--- src/rtl/exposure_pkg.sv ---
// Shared constants, state encoding and configuration checks for the exposure timer.
package exposure_pkg;

  localparam int unsigned EXP_W       = 5;
  localparam int unsigned EXP_MIN     = 2;
  localparam int unsigned EXP_MAX     = 30;
  localparam int unsigned EXP_DEFAULT = 15;

  localparam bit EXP_CFG_OK = (EXP_MIN >= 1) &&
                              (EXP_MAX <= (2 ** EXP_W) - 1) &&
                              (EXP_MIN <= EXP_DEFAULT) &&
                              (EXP_DEFAULT <= EXP_MAX);

  typedef enum logic [1:0] {
    IDLE  = 2'd0,
    COUNT = 2'd1,
    DONE  = 2'd2
  } state_e;

endpackage

--- src/rtl/exposure_timer_rise_detect.sv ---
// Single-bit rising-edge detector: one history register plus an AND.
module rise_detect (
  input  logic Clk,
  input  logic Reset,
  input  logic Sig,
  output logic Rise
);

  logic prev;

  always_ff @(posedge Clk) begin
    if (Reset) prev <= 1'b0;
    else       prev <= Sig;
  end

  assign Rise = Sig & ~prev;

endmodule

--- src/rtl/exposure_timer.sv ---
// Exposure setting holder and countdown timer; emits a one-cycle Ovf5 pulse
// when the programmed exposure time has elapsed after a Start rising edge.
module exposure_timer
  import exposure_pkg::*;
#(
  parameter int unsigned TICKS_PER_UNIT = 4
) (
  input  logic             Clk,
  input  logic             Reset,
  input  logic             Start,
  input  logic             Exp_increase,
  input  logic             Exp_decrease,
  output logic             Ovf5,
  output logic             Busy,
  output logic [EXP_W-1:0] Exp_time
);

  localparam int unsigned   PW       = (TICKS_PER_UNIT > 1) ? $clog2(TICKS_PER_UNIT) : 1;
  localparam logic [PW-1:0] PRE_LAST = PW'(TICKS_PER_UNIT - 1);
  localparam logic [EXP_W-1:0] E_MIN = EXP_W'(EXP_MIN);
  localparam logic [EXP_W-1:0] E_MAX = EXP_W'(EXP_MAX);
  localparam logic [EXP_W-1:0] E_DEF = EXP_W'(EXP_DEFAULT);
  localparam logic [EXP_W-1:0] E_ONE = EXP_W'(1);

  if (!EXP_CFG_OK || (TICKS_PER_UNIT < 1)) begin : g_bad_cfg
    $error("exposure_timer: illegal parameter configuration");
  end

  logic start_rise;
  logic inc_rise;
  logic dec_rise;

  rise_detect u_start_rd (.Clk(Clk), .Reset(Reset), .Sig(Start),        .Rise(start_rise));
  rise_detect u_inc_rd   (.Clk(Clk), .Reset(Reset), .Sig(Exp_increase), .Rise(inc_rise));
  rise_detect u_dec_rd   (.Clk(Clk), .Reset(Reset), .Sig(Exp_decrease), .Rise(dec_rise));

  state_e             state;
  logic [PW-1:0]      prescale;
  logic [EXP_W-1:0]   unit_cnt;

  always_ff @(posedge Clk) begin
    if (Reset) begin
      state    <= IDLE;
      Exp_time <= E_DEF;
      Ovf5     <= 1'b0;
      Busy     <= 1'b0;
      prescale <= '0;
      unit_cnt <= '0;
    end else begin
      Ovf5 <= 1'b0;
      unique case (state)
        IDLE: begin
          // Start wins over a simultaneous button edge; the button edge is dropped.
          if (start_rise) begin
            unit_cnt <= Exp_time;
            prescale <= '0;
            state    <= COUNT;
            Busy     <= 1'b1;
          end else if (inc_rise && !dec_rise && (Exp_time != E_MAX)) begin
            Exp_time <= Exp_time + 1'b1;
          end else if (dec_rise && !inc_rise && (Exp_time != E_MIN)) begin
            Exp_time <= Exp_time - 1'b1;
          end
        end
        COUNT: begin
          if (!Start) begin
            state <= IDLE;
            Busy  <= 1'b0;
          end else if (prescale == PRE_LAST) begin
            prescale <= '0;
            unit_cnt <= unit_cnt - 1'b1;
            if (unit_cnt == E_ONE) begin
              Ovf5  <= 1'b1;
              state <= DONE;
            end
          end else begin
            prescale <= prescale + 1'b1;
          end
        end
        DONE: begin
          if (!Start) begin
            state <= IDLE;
            Busy  <= 1'b0;
          end
        end
        default: begin
          state <= IDLE;
          Busy  <= 1'b0;
        end
      endcase
    end
  end

endmodule

--- config.mk ---
export PLATFORM = sky130hd
export DESIGN_NAME = exposure_timer
export DESIGN_NICKNAME = d
export VERILOG_FILES = /design/src/rtl/exposure_pkg.sv /design/src/rtl/exposure_timer_rise_detect.sv /design/src/rtl/exposure_timer.sv
export SDC_FILE = /design/constraint.sdc
export NUM_CORES = 1
export LEC_CHECK = 0
export ABC_AREA = 1
export CAP_MARGIN = 20
export CORE_MARGIN = 8
export CORE_UTILIZATION = 50
export CTS_CLUSTER_SIZE = 10
export DETAILED_ROUTE_END_ITERATION = 10
export PLACE_DENSITY = 0.72
export SYNTH_ARGS = -nofsm -noshare
export SYNTH_HDL_FRONTEND = slang
export SYNTH_SLANG_ARGS = --single-unit
--- constraint.sdc ---
create_clock -name Clk -period 2.1 [get_ports Clk]
set_input_delay 0.21 -clock Clk [delete_from_list [all_inputs] [get_ports Clk]]
set_output_delay 0.21 -clock Clk [all_outputs]
set_load 0.02 [all_outputs]
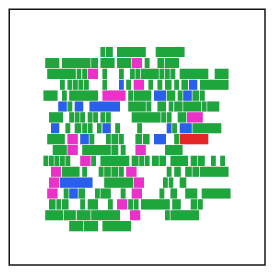
Figure 1: run 1, cell sizes after repair.
Drawn at 4 px/um.
| size | colour | cells | share | most used |
|---|---|---|---|---|
| drive 6 and up | red | 1 | 0.54% | nor2_8 |
| drive 1 or less | green | 152 | 82% | nand2_1 |
| drive 2 | blue | 15 | 8.1% | nor2_2 |
| drive 3 to 4 | magenta | 17 | 9.2% | buf_4 |

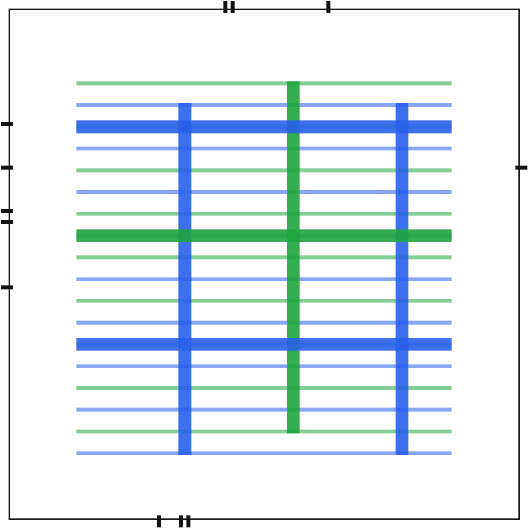
Figure 2: run 1, supply network.
Drawn at 8 px/um. Pins as bars on the die edge.
| net | colour |
|---|---|
| VSS | blue |
| VDD | green |
signal pins: 12
met1 rails: 18

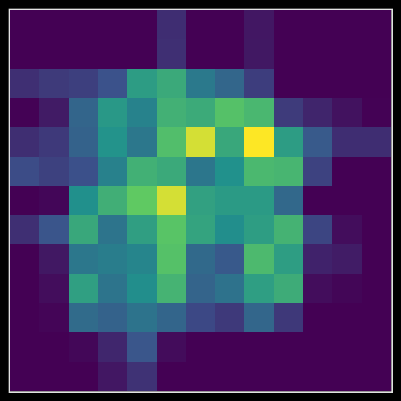
Figure 3: run 1, wire density map.
Drawn at 6 px/um. 13 x 13 tiles, from dark purple (low) to yellow (high), scaled to the fullest tile. Values are wire area over tile area, all layers added.
tiles over half the peak: 22%
mean over tiles: 0.095
fullest tile: 0.41

==> results.py, run 1 <==
# Metrics from the implementation run
metrics = {
    "sta": {
        "grt_setup_unrepaired": "false",
        "final_hold_viol_count": 0,
        "setup_viol": 0,
        "tightest_slew_ns": 0.316,
        "slew_viol_final": 0,
        "slew_headroom": 0.788,
        "min_period_over_period": 0.865,
        "tns_ns": 0,
    },
    "synth": {
        "syn_area_per_cell_um2": 7.11,
        "synth_chip_area_um2": 1130,
        "xor_area_frac": 0.0232,
        "ys_sh_adder": 0.117,
        "ys_cells": 159,
        "fp_nets": 174,
        "yosysWarnings": 0,
        "top_logic_kind": "simple AND/OR/NAND/NOR gates",
        "ys_sh_mux": 0,
        "simple_gate_area_frac": 0.314,
        "syn_area_um2": 1130,
        "ys_sh_aoi": 0.123,
        "numSynthFlops": 19,
        "synth_top_cell_by_area": "dfxtp_1",
        "ys_types": 24,
        "synth_cells": 159,
    },
    "clock_tree": {
        "numCtsBuffers": 3,
        "clock_latency_ns": 0.30,
        "clk_pin_slew_ns": 0.11,
        "clock-root-buffer": "clkbuf_4",
        "clock_path_buffers": 2,
    },
    "outcome": {
        "outcome": "finished clean",
    },
    "route": {
        "initialDrtViolationCount": 24,
        "dr_total_vias": 1061,
        "first_pass_iters": 4,
        "viasPerCell": 4.98,
        "drt_wl_total_um": 2430,
        "avgRoutedWirePerCell_um": 11.4,
    },
    "worst_setup_path": {
        "critPathKind": "register to register",
        "critical-path-top-delay-family": "simple AND/OR/NAND/NOR gates",
        "critPathCaptureType": "register",
        "crit_required_ns": 2.30,
        "max_stage_delay_ns": 0.34,
        "worst-path-buf-inv": 2,
        "worstPathArrival_ns": 2.02,
        "worst-path-max-fanout": 5,
    },
    "global_route": {
        "grt_pass1_wl_um": 4430,
        "grt_max_degree": 11,
        "grt_usage": 0.130,
        "antenna_found_initial": 0,
        "overflow": 0,
    },
    "place": {
        "port_buffers": 11,
        "dpl_worst_slack_ns": -0.173,
        "dp.cells": 208,
    },
    "pwr": {
        "p_leak_nw": 0.671,
        "power.total_w": 0.00120,
        "irDropWorstVdd_mv": 0.435,
    },
    "die": {
        "die_x_um": 63.6,
        "coreArea_um2": 2170,
    },
    "final_layout": {
        "instances_no_fill": 213,
        "finalNetCount": 201,
        "area_delta_synth_final_pct": 24.0,
    },
    "flow_run": {
        "max_cap_violations": 0,
        "openroad.warnings": 29,
    },
}
[run 1: stage by stage]
stage                     hold WS [ns]  area (um2)   util
after floorplan                  0.317        1130      -
after global placement           0.448        1360  0.625
after detailed placement         0.473        1360  0.625
after CTS                        0.460        1380  0.637
after global routing             0.501        1400  0.646
final                            0.457        1400  0.646
[run 1: final timing paths]
kind / to / slack (ns) / from / cells after the start
max: Exp_time[4] / 0.28 / Exp_time[1] / 15
min: u_inc_rd.prev / 0.46 / Exp_increase / 3
max reg2reg: Exp_time[4] / 0.28 / Exp_time[1] / 15
min reg2reg: Busy / 0.49 / Busy / 2
[run 1: cells in the final DEF (no fill, tap or decap), drive strengths merged]
cell type | Yosys | final
nand2 | 41 | 41
inv | 24 | 24
nor2 | 21 | 21
dfxtp | 19 | 19
buf | 0 | 12
o21ai | 12 | 12
nand3 | 11 | 11
clkdlybuf4s50 | 0 | 11
ha | 9 | 9
a21oi | 7 | 7
nand4 | 4 | 4
clkbuf | 1 | 4
xor2 | 3 | 3
o211ai | 2 | 2
clkinv | 1 | 1
or2 | 1 | 1
o22ai | 1 | 1
nor3 | 1 | 1
fa | 1 | 1
[run 1: layer usage]
layer | up-vias | track usage | wire (um)
li1 | 561 | - | -
met2 | 11 | 0.226 | 1250
met4 | 0 | 0.0752 | 60
met3 | 7 | 0.0318 | 74
met1 | 482 | 0.140 | 1050
met5 | - | 0 | 0
[run 1: registers in the layout, indices dropped and copies added, names as in the netlist]
register,count
Ovf5,1
Exp_time,5
unit_cnt,5
u_dec_rd.prev,1
u_inc_rd.prev,1
state,2
prescale,2
u_start_rd.prev,1
Busy,1
[run 1: power by group]
group          internal, W  switching (W)  total [W]
Clock            0.0000740       0.000114   0.000188
Sequential        0.000421      0.0000316   0.000452
Combinational     0.000221       0.000335   0.000556
[run 1: repair_timing]
item,CTS,global route
hold endpoints to repair,0,0
setup buffers,0,1
endpoints found under the setup margin,0,1
gates resized,0,6
[run 1: logic make-up (layout without fill, tap and decap cells)]
kind of cell,count (synthesis),after routing
compound gates,22,22
xor+xnor,3,3
fa+ha+maj,10,10
buf+inv,26,52
flops,19,19
simple gates,79,79
[run 1: synth_stat cells (all sizes together)]
library cell	instances
nand3	11
ha	9
inv	24
a21oi	7
o21ai	12
nand4	4
nor3	1
fa	1
xor2	3
nor2	21
dfxtp	19
clkinv	1
o22ai	1
or2	1
clkbuf	1
o211ai	2
nand2	41
[run 1: tightest hold or removal path, cell delays in order]
cell and delay (ns):
clkdlybuf4s50_1 0.42, inv_1 0.06, nor2_1 0.03
[run 1: layout make-up]
class,instances,area (um2)
Fill cell,220,767
Multi-Input combinational cell,114,666
Sequential cell,19,382
Timing Repair Buffer,23,200
Inverter,25,93.8
Tap cell,28,35.0
Clock buffer,4,26.3
==> run 2: changes to the inputs <==
Settings changed: SYNTH_HIERARCHICAL set to 1.
==> run 2 against run 1 <==
Compared with the run above: sequential power is about 20% higher; final area is 2.4% lower; routed wire length is 3.7% lower; core utilization is 2.2 points lower; final cell count is 3.8% lower; clock skew is 0.0026 ns higher; first-iteration DRC count is 50% higher; worst setup slack worse by 0.12 ns; critical path type is now input port to register; highest routed layer unchanged.
==> results.py, run 2 <==
# Metrics from the implementation run
metrics = {
    "synth": {
        "yosysTopAreaCellShare": 0.333,
        "synth_chip_area_um2": 1140,
        "synth_top_cell_by_area": "dfxtp_1",
        "synthTopCellsByArea": "dfxtp_1 (33%), ha_1 (9.9%), nand2_1 (9.2%), inv_1 (5.9%), a21oi_1 (5.7%)",
        "yosysMostFrequentCell": "nand2_1",
        "syn_area_per_cell_um2": 7.37,
        "syn_area_um2": 1140,
        "synth_cells": 155,
        "postSynthSeqShare": 0.333,
        "edf_count": 0,
        "fp_nets": 170,
        "ys.flop_type": "dfxtp_1",
        "yosysWarnings": 6,
        "synth.top_cells.by_count": "nand2_1 (28), dfxtp_1 (19), inv_1 (18), nor2_1 (16), a21oi_1 (13)",
        "ys_types": 27,
        "ys_cells": 155,
        "async_flop_share": 0,
        "numSynthFlops": 19,
    },
    "die": {
        "num_io_pins": 12,
        "fp.dieH_um": 63.8,
        "die_x_um": 63.8,
        "coreArea_um2": 2190,
        "fp-utilization": 0.521,
    },
    "sta": {
        "min_period_over_period": 0.922,
        "setup_viol": 0,
        "slew_headroom": 0.765,
        "grt_setup_unrepaired": "false",
        "hold_slack_ns": 0.488,
        "tightest_slew_ns": 0.352,
        "finClkSkew_ns": 0.00953,
        "slew_viol_final": 0,
        "final_hold_viol_count": 0,
        "max_freq_mhz": 516,
    },
    "final_layout": {
        "finalNetCount": 193,
        "layout_top_cells": "nand2_1 (28), inv_1 (18), dfxtp_1 (17)",
        "lay_top_count": "nand2_1",
        "largestRegisters": "Exp_time (5), unit_cnt (5)",
        "drive_gt1_frac": 0.198,
        "fill_cells": 202,
        "area_delta_synth_final_pct": 19.8,
    },
    "flow_run": {
        "max_cap_violations": 0,
        "openroad.warnings": 29,
    },
    "place": {
        "port_buffers": 11,
        "dpl_worst_slack_ns": -0.209,
        "place.gp.congestion": 0.811,
    },
    "clock_tree": {
        "cts_setup_buffers": 0,
        "clock_path_buffers": 2,
        "clk_pin_slew_ns": 0.11,
        "clock-root-buffer": "clkbuf_4",
        "numCtsBuffers": 3,
        "clock_latency_ns": 0.30,
        "tritoncts": "built",
    },
    "worst_setup_path": {
        "start_kind": "input port",
        "critPathKind": "input port to register",
        "r2r_end": "Exp_time[4]",
        "critPathLaunch": "Exp_increase",
        "critPathCaptureType": "register",
        "worstPathArrival_ns": 2.14,
        "reg2reg_depth": 15,
        "endpoint": "Exp_time[4]",
        "crit_required_ns": 2.30,
        "r2r_start": "u_inc_rd/prev",
        "worst-path-max-fanout": 5,
        "regToRegSetupSlack_ns": 0.25,
    },
    "pwr": {
        "p_leak_nw": 0.645,
        "irDropWorstVdd_mv": 0.784,
        "power.total_w": 0.00164,
    },
    "route": {
        "drc_errors": 0,
        "dr_total_vias": 1034,
        "ant_nets": 0,
        "viasPerCell": 5.04,
        "drt_wl_total_um": 2350,
        "first_pass_iters": 4,
        "initialDrtViolationCount": 36,
        "avgRoutedWirePerCell_um": 11.4,
    },
    "global_route": {
        "antenna_found_initial": 0,
        "overflow": 0,
        "grt_max_degree": 12,
        "grt_usage": 0.119,
        "grt_pass1_wl_um": 3950,
        "grt_pass1_vias": 980,
    },
    "hold_path": {
        "hold_class": "register to register",
    },
    "outcome": {
        "outcome": "finished clean",
    },
}
==> run 2: cell count changes after synthesis, moves of 4 or more <==
cell     before  now
nand3_1      11    7
a21oi_1       7   13
inv_1        22   18
o21ai_1       0    7
o21ai_0       8    3
nand2_1      38   28
==> run 2: cell type report <==
cell class              count  area [um2]  share of cell area
multi-input cells         110         654               0.478
flip-flops and latches     19         383               0.280
repair buffers             19         170               0.124
inverters                  25        98.8              0.0722
well taps                  28        35.0              0.0256
clock buffers               3        22.5              0.0165
clock inverters             1        5.00             0.00366
==> run 2: per-stage QoR <==
stage	instance area, um2	util	std cells	TNS (ns)
after floorplan	1140	-	155	0
after global placement	1340	0.610	201	-0.109
after detailed placement	1340	0.610	201	-0.245
after CTS	1360	0.623	205	0
after global routing	1370	0.625	205	0
final	1370	0.625	205	0
==> run 2: cells by family (layout without fill, tap and decap cells) <==
| family | count (synthesis) | in the layout | synth area share |
|---|---|---|---|
| adder cells (fa/ha/maj) | 10 | 10 | 0.116 |
| AND/OR/NAND/NOR | 67 | 67 | 0.283 |
| flip-flops | 19 | 19 | 0.333 |
| buffers and inverters | 26 | 48 | 0.0964 |
| AND-OR/OR-AND | 29 | 29 | 0.141 |
| XOR/XNOR | 4 | 4 | 0.0307 |
==> run 2: what timing repair did <==
action,in CTS,in global routing
hold buffers,0,0
resized,0,3
endpoints found under the setup margin,0,1
==> run 2: worst min-delay path by stage <==
stage           startpoint           to  slack [ns]  depth (start not counted)
3_5_place_dp   unit_cnt[4]  unit_cnt[4]        0.47                          2
4_1_cts        unit_cnt[4]  unit_cnt[4]        0.48                          2
5_1_grt        unit_cnt[4]  unit_cnt[4]        0.51                          2
2_1_floorplan        Reset  prescale[1]        0.28                          1
6_report       prescale[1]  prescale[1]        0.49                          2
3_3_place_gp   prescale[1]  prescale[1]        0.45                          2
==> run 2: layer usage <==
layer	GRT usage	wire length [um]	up-vias
met1	0.115	985	477
met3	0.0331	78	5
met5	0	0	-
met2	0.222	1240	11
li1	-	-	541
met4	0.0669	44	0
==> run 2: critical path: stages <==
cell and delay (ns):
clkdlybuf4s50_1 0.45, inv_1 0.05, nor2_1 0.11, inv_1 0.09
nor2_4 0.11, nand2_4 0.08, ha_1 0.31, nand2_1 0.08
nand2_1 0.05, nor2_1 0.15, inv_1 0.05, nand2_1 0.06
nand2_1 0.06, nor2_2 0.11, nand2_1 0.06, nand2_1 0.07
nor2_2 0.03
==> run 2: power breakdown <==
part	switching [W]	internal, W
Clock	0.000114	0.0000711
Sequential	0.0000801	0.000464
Combinational	0.000552	0.000362
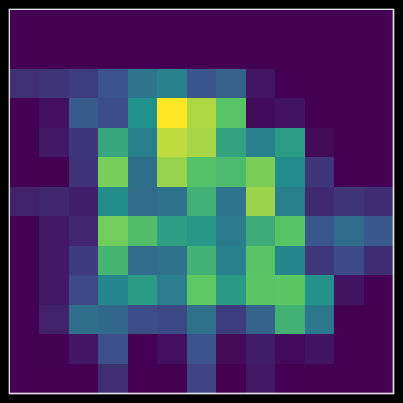
Figure 4: run 2, wire density map.
Drawn at 6 px/um. 13 x 13 tiles, from dark purple (low) to yellow (high), scaled to the fullest tile. Values are wire area over tile area, all layers added.
tiles over half the peak: 19%
nearly empty tiles: 37%
densest ninth of the die: centre
emptiest ninth of the die: upper right
mean over tiles: 0.090

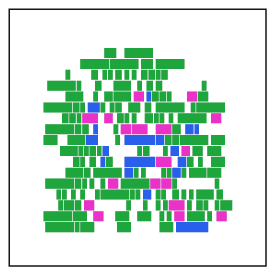
Figure 5: run 2, cell sizes after repair.
Drawn at 4 px/um.
| size | colour | cells | share |
|---|---|---|---|
| drive 3 to 4 | magenta | 18 | 10% |
| drive 2 | blue | 17 | 9.6% |
| drive 1 or less | green | 142 | 80% |

Power and IR drop assume default switching activity.
